<file path="config.mk">
export PLATFORM = sky130hd
export DESIGN_NAME = mem_stage_lsu
export DESIGN_NICKNAME = d
export VERILOG_FILES = /design/src/rtl/mem_stage_lsu.sv
export SDC_FILE = /design/constraint.sdc
export NUM_CORES = 1
export LEC_CHECK = 0
export CORE_MARGIN = 2
export CORE_UTILIZATION = 38
export CTS_CLUSTER_DIAMETER = 50
export DETAILED_ROUTE_END_ITERATION = 6
export PLACE_DENSITY = 0.78
export SYNTH_ARGS = -nofsm -noshare
export SYNTH_HDL_FRONTEND = slang
export SYNTH_SLANG_ARGS = --single-unit
export TNS_END_PERCENT = 50
</file>
<file path="constraint.sdc">
create_clock -name clk -period 2.5 [get_ports clk]
set_input_delay 0.375 -clock clk [delete_from_list [all_inputs] [get_ports clk]]
set_output_delay 0.375 -clock clk [all_outputs]
set_load 0.02 [all_outputs]
</file>
<file path="src/rtl/mem_stage_lsu.sv">
// MEM-stage load/store unit: single-word req/ack bus access,
// pipeline stall, MEM/WB register and fault reporting.
module mem_stage_lsu #(
   parameter int unsigned TIMEOUT_CYCLES = 255
) (
   input  logic        clk,
   input  logic        reset,
   input  logic [31:0] MEM_PC_p4,
   input  logic [31:0] MEM_alu_out,
   input  logic [31:0] MEM_rt_data,
   input  logic [4:0]  MEM_Rd,
   input  logic [1:0]  MEM_MemToReg,
   input  logic        MEM_MemWrite,
   input  logic        MEM_MemRead,
   input  logic        MEM_RegWrite,
   output logic        bus_req,
   output logic        bus_we,
   output logic [31:0] bus_addr,
   output logic [31:0] bus_wdata,
   input  logic        bus_ack,
   input  logic [31:0] bus_rdata,
   output logic        stall,
   output logic [31:0] WB_PC_p4,
   output logic [31:0] WB_alu_out,
   output logic [31:0] WB_mem_data,
   output logic [31:0] WB_wr_data,
   output logic [4:0]  WB_Rd,
   output logic [1:0]  WB_MemToReg,
   output logic        WB_RegWrite,
   output logic        err,
   output logic [31:0] err_pc
);

   typedef enum logic {
      S_IDLE,
      S_ACCESS
   } state_t;

   localparam logic [15:0] LP_LAST = 16'(TIMEOUT_CYCLES - 1);

   state_t      r_state;
   state_t      w_state_nxt;
   logic [15:0] r_cnt;

   logic        r_bus_req;
   logic        r_bus_we;
   logic [31:0] r_bus_addr;
   logic [31:0] r_bus_wdata;
   logic [31:0] r_wb_pc_p4;
   logic [31:0] r_wb_alu_out;
   logic [31:0] r_wb_mem_data;
   logic [31:0] r_wb_wr_data;
   logic [4:0]  r_wb_rd;
   logic [1:0]  r_wb_mem_to_reg;
   logic        r_wb_reg_write;
   logic        r_err;
   logic [31:0] r_err_pc;

   logic        w_mem_op;
   logic        w_aligned;
   logic        w_timeout;
   logic        w_issue;
   logic        w_done;
   logic        w_fault;
   logic        w_pass;
   logic        w_wait;
   logic        w_stall;
   logic [31:0] w_mem_data;
   logic [31:0] w_wr_data;

   assign w_mem_op  = MEM_MemRead | MEM_MemWrite;
   assign w_aligned = (MEM_alu_out[1:0] == 2'b00);
   assign w_timeout = (r_cnt == LP_LAST);

   always_comb begin
      w_state_nxt = r_state;
      w_issue     = 1'b0;
      w_done      = 1'b0;
      w_fault     = 1'b0;
      w_pass      = 1'b0;
      w_wait      = 1'b0;
      w_stall     = 1'b0;
      unique case (r_state)
         S_IDLE: begin
            if (!w_mem_op) begin
               w_pass = 1'b1;
            end else if (w_aligned) begin
               w_issue     = 1'b1;
               w_stall     = 1'b1;
               w_state_nxt = S_ACCESS;
            end else begin
               w_fault = 1'b1;
            end
         end
         S_ACCESS: begin
            // ack beats a simultaneous timeout
            if (bus_ack) begin
               w_done      = 1'b1;
               w_pass      = 1'b1;
               w_state_nxt = S_IDLE;
            end else if (w_timeout) begin
               w_fault     = 1'b1;
               w_state_nxt = S_IDLE;
            end else begin
               w_wait  = 1'b1;
               w_stall = 1'b1;
            end
         end
         default: begin
            w_state_nxt = S_IDLE;
         end
      endcase
   end

   assign stall = w_stall & ~reset;

   assign w_mem_data =
      (w_done && !MEM_MemWrite) ? bus_rdata : 32'h0;

   always_comb begin
      case (MEM_MemToReg)
         2'b01:   w_wr_data = w_mem_data;
         2'b10:   w_wr_data = MEM_PC_p4;
         default: w_wr_data = MEM_alu_out;
      endcase
   end

   always_ff @(posedge clk) begin
      if (reset) begin
         r_state         <= S_IDLE;
         r_cnt           <= 16'h0;
         r_bus_req       <= 1'b0;
         r_bus_we        <= 1'b0;
         r_bus_addr      <= 32'h0;
         r_bus_wdata     <= 32'h0;
         r_wb_pc_p4      <= 32'h0;
         r_wb_alu_out    <= 32'h0;
         r_wb_mem_data   <= 32'h0;
         r_wb_wr_data    <= 32'h0;
         r_wb_rd         <= 5'h0;
         r_wb_mem_to_reg <= 2'h0;
         r_wb_reg_write  <= 1'b0;
         r_err           <= 1'b0;
         r_err_pc        <= 32'h0;
      end else begin
         r_state <= w_state_nxt;

         if (w_issue) begin
            r_cnt       <= 16'h0;
            r_bus_req   <= 1'b1;
            r_bus_we    <= MEM_MemWrite;
            r_bus_addr  <= {MEM_alu_out[31:2], 2'b00};
            r_bus_wdata <= MEM_rt_data;
         end else if (w_wait) begin
            r_cnt <= r_cnt + 16'h1;
         end else if (r_state == S_ACCESS) begin
            r_bus_req <= 1'b0;
         end

         // anything not passed through becomes a bubble
         if (w_pass) begin
            r_wb_pc_p4      <= MEM_PC_p4;
            r_wb_alu_out    <= MEM_alu_out;
            r_wb_mem_data   <= w_mem_data;
            r_wb_wr_data    <= w_wr_data;
            r_wb_rd         <= MEM_Rd;
            r_wb_mem_to_reg <= MEM_MemToReg;
            r_wb_reg_write  <= MEM_RegWrite;
         end else begin
            r_wb_pc_p4      <= 32'h0;
            r_wb_alu_out    <= 32'h0;
            r_wb_mem_data   <= 32'h0;
            r_wb_wr_data    <= 32'h0;
            r_wb_rd         <= 5'h0;
            r_wb_mem_to_reg <= 2'h0;
            r_wb_reg_write  <= 1'b0;
         end

         r_err <= w_fault;
         if (w_fault) begin
            r_err_pc <= MEM_PC_p4 - 32'd4;
         end
      end
   end

   assign bus_req     = r_bus_req;
   assign bus_we      = r_bus_we;
   assign bus_addr    = r_bus_addr;
   assign bus_wdata   = r_bus_wdata;
   assign WB_PC_p4    = r_wb_pc_p4;
   assign WB_alu_out  = r_wb_alu_out;
   assign WB_mem_data = r_wb_mem_data;
   assign WB_wr_data  = r_wb_wr_data;
   assign WB_Rd       = r_wb_rd;
   assign WB_MemToReg = r_wb_mem_to_reg;
   assign WB_RegWrite = r_wb_reg_write;
   assign err         = r_err;
   assign err_pc      = r_err_pc;

endmodule

</file>
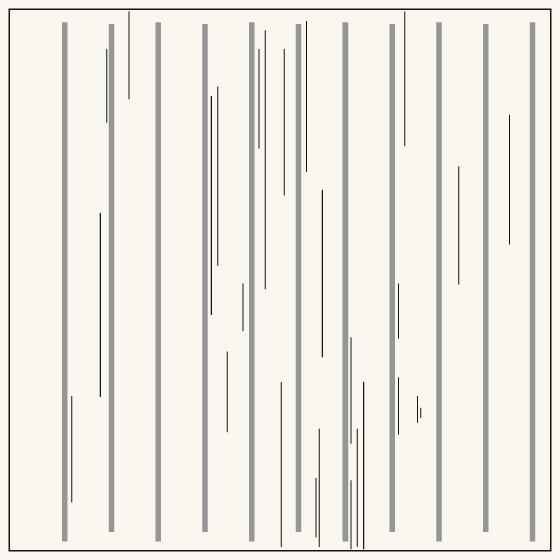
(images/layer_met4.png)
Supply wires on this layer in grey.
nets with wire on the layer: 21
main direction: vertical
wire length on this layer: 902 µm
share of all routed wire: 2.9%
longest straight run: 74.8 µm
Routed WL: 30800 µm
vias: 8354

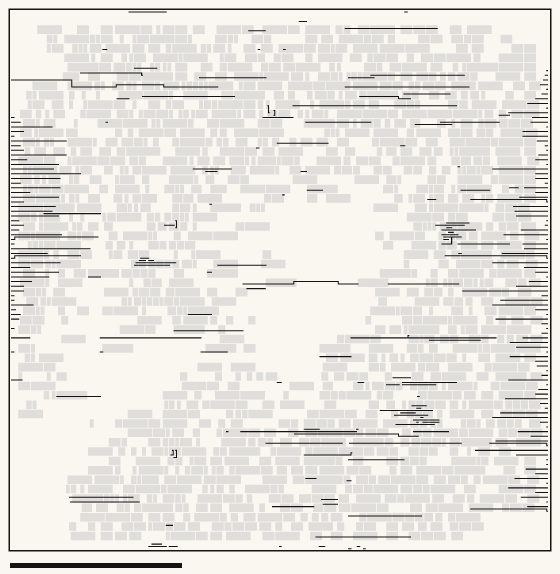
(images/layer_met3.png)
Scale bar: 50 µm.
main direction: horizontal
longest straight run: 47.4 µm
share of all routed wire: 7.0%
GRT met3 Usage: 0.0543

==> run notes <==
impl run done, here's what came out: placer congestion estimate 0.879, syn_area_per_cell 9.36 µm², Leak 5.30 nW, Main area contributors dfxtp_1, and2_1, nand2_1, Post-Syn Instances around 950, Async S/R FF share, synth 0, top cell category flip-flops and latches, status finished, final reports clean, Unique cell types 40, commonest cells in the netlist dfxtp_1, nand2_1, and2_1, R2R Path Start r_cnt[7], drt pass-1 iters 5, die height 157 µm, most numerous cell in the Yosys netlist dfxtp_1, relative slew slack 0.537, First DRT Iteration DRCs around 560, Synth area leader dfxtp_1, Hold Path Depth 2, n_diodes 0, GRT overflow 0, Required @ worst endpoint 2960 ps, placed insts about 1600, RSZ-0062 raised after global routing no, Synth Register Bits 250, CTS tree built, Clock-cell share 0.0695, met2 routed WL roughly 15000 µm, Post-CTS Hold Fix Bufs 0, Filler cells between 1500 and 2000, slew at the pin closest to its max-slew limit between 600 and 700 ps, crit-path max cell delay approximately 580 ps, CTS buffer count 30, Worst Slack Setup Final 49.3 ps, Worst VDD drop 0.645 mV, Top cells excl fill/tap clkdlybuf4s50_1, dfxtp_1, nand2_1, max layer used met4, comb_multi_in 624, final number of hold-violating endpoints 0, Seq/total area 0.349, Final Setup Violations 0, Period minus WS final 2450 ps, # port buffers 374, most numerous logic cell after layout clkdlybuf4s50_1, critical path buffer and inverter count 1, Ports roughly 380, EDFF count, synth 0, Overall Global Routing Usage 0.240, FMAX 408 MHz, global-route wire length before repair about 46000 µm, site row count 55, Design Area, Final 14300 µm², Seq. cell area 5000 µm², clock-pin slew on the worst setup and hold paths 60 ps, largest fanout on the critical path 2, vias per cell 4.95, synthesized area 8850 µm², CP Depth 6, Cell Count, Final, Fillers Out 1687, ys flop type dfxtp_1, Residual DRC 0, H-tree depth 1, r2r worst-path depth 6, worst min path class in -> reg, CTS root buf clkbuf_16, Die ar. 24500 µm², crit-path most repeated cell or4_4, P per Cell Area 691 nW/µm², initial antenna violation count 0, Tapcell Cnt 313, Layout area overhead 61.9%, initial core utilization 0.389, Core Box Area 22800 µm², r2r setup slk 360 ps, Crit-path slowest cell or4_4, Critical Path AT 2910 ps, buffering overhead 0.300, post-synthesis sequential area ratio 0.565, pin count of the biggest net entering global routing roughly 65, Final Skew 16.7 ps
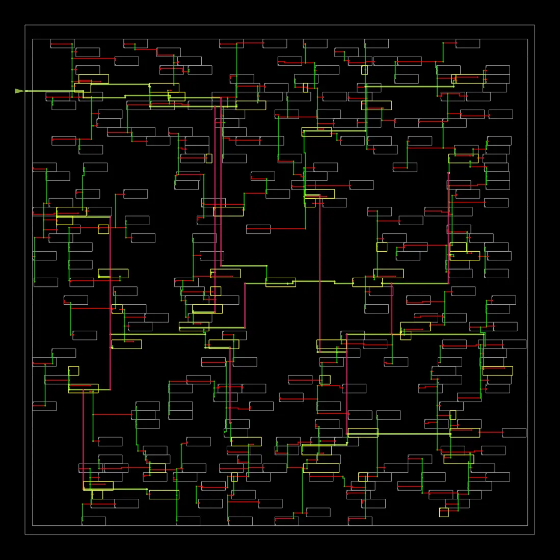
(images/clocks.png)
flop count: 250
Skew-Pair Late Insertion Delay: 550 ps
CTS Sinks: 250
Clock Buffer Count: 38

==> power breakdown <==
part / internal (mW) / total (mW) / switching (mW)
Sequential: 4.15 / 4.21 / 0.0655
Clock: 2.54 / 4.29 / 1.75
Combinational: 0.690 / 1.41 / 0.725
Total: 7.37 / 9.91 / 2.54
==> metrics by stage <==
step | util | hold slack [ps] | total power, mW | TNS, ps
5_1_grt | 0.630 | 97.9 | 10.3 | 0
3_5_place_dp | 0.586 | 448 | 5.71 | -1930
6_report | 0.630 | 106 | 9.91 | 0
3_3_place_gp | 0.586 | 440 | 5.69 | -1600
4_1_cts | 0.629 | 84.1 | 9.98 | 0
2_1_floorplan | - | 460 | 4.88 | -105
==> cells by family (layout without fill, tap and decap cells) <==
| family | count (synthesis) | in the layout | synth area share |
|---|---|---|---|
| buffers and inverters | 73 | 500 | 0.0326 |
| AND-OR/OR-AND | 137 | 137 | 0.102 |
| adder cells (fa/ha/maj) | 5 | 5 | 0.00707 |
| flip-flops | 250 | 250 | 0.565 |
| AND/OR/NAND/NOR | 441 | 441 | 0.253 |
| multiplexers | 2 | 2 | 0.00226 |
| other | 1 | 2 | 0.000424 |
| XOR/XNOR | 37 | 37 | 0.0366 |
==> state kept, by name, indices dropped and copies added, names as in the netlist <==
signal	flops
WB_Rd	5
WB_PC_p4	32
err_pc	32
r_cnt	16
WB_mem_data	32
WB_RegWrite	1
bus_we	1
WB_MemToReg	2
err	1
r_state	1
WB_alu_out	32
bus_addr	30
bus_wdata	32
WB_wr_data	32
bus_req	1
==> routing by layer <==
metal  vias up  track usage
li1       4026            -
met1      3926        0.294
met2       340        0.420
met3        62       0.0543
met4         0       0.0765
met5         -            0
==> what timing repair did <==
item / in CTS / in global routing
pin swaps: 0 / 3
setup endpoints to repair: 1 / 1
setup buffers: 0 / 0
resized: 4 / 4
No activity file was given, so power comes from the tool's default toggle rates.
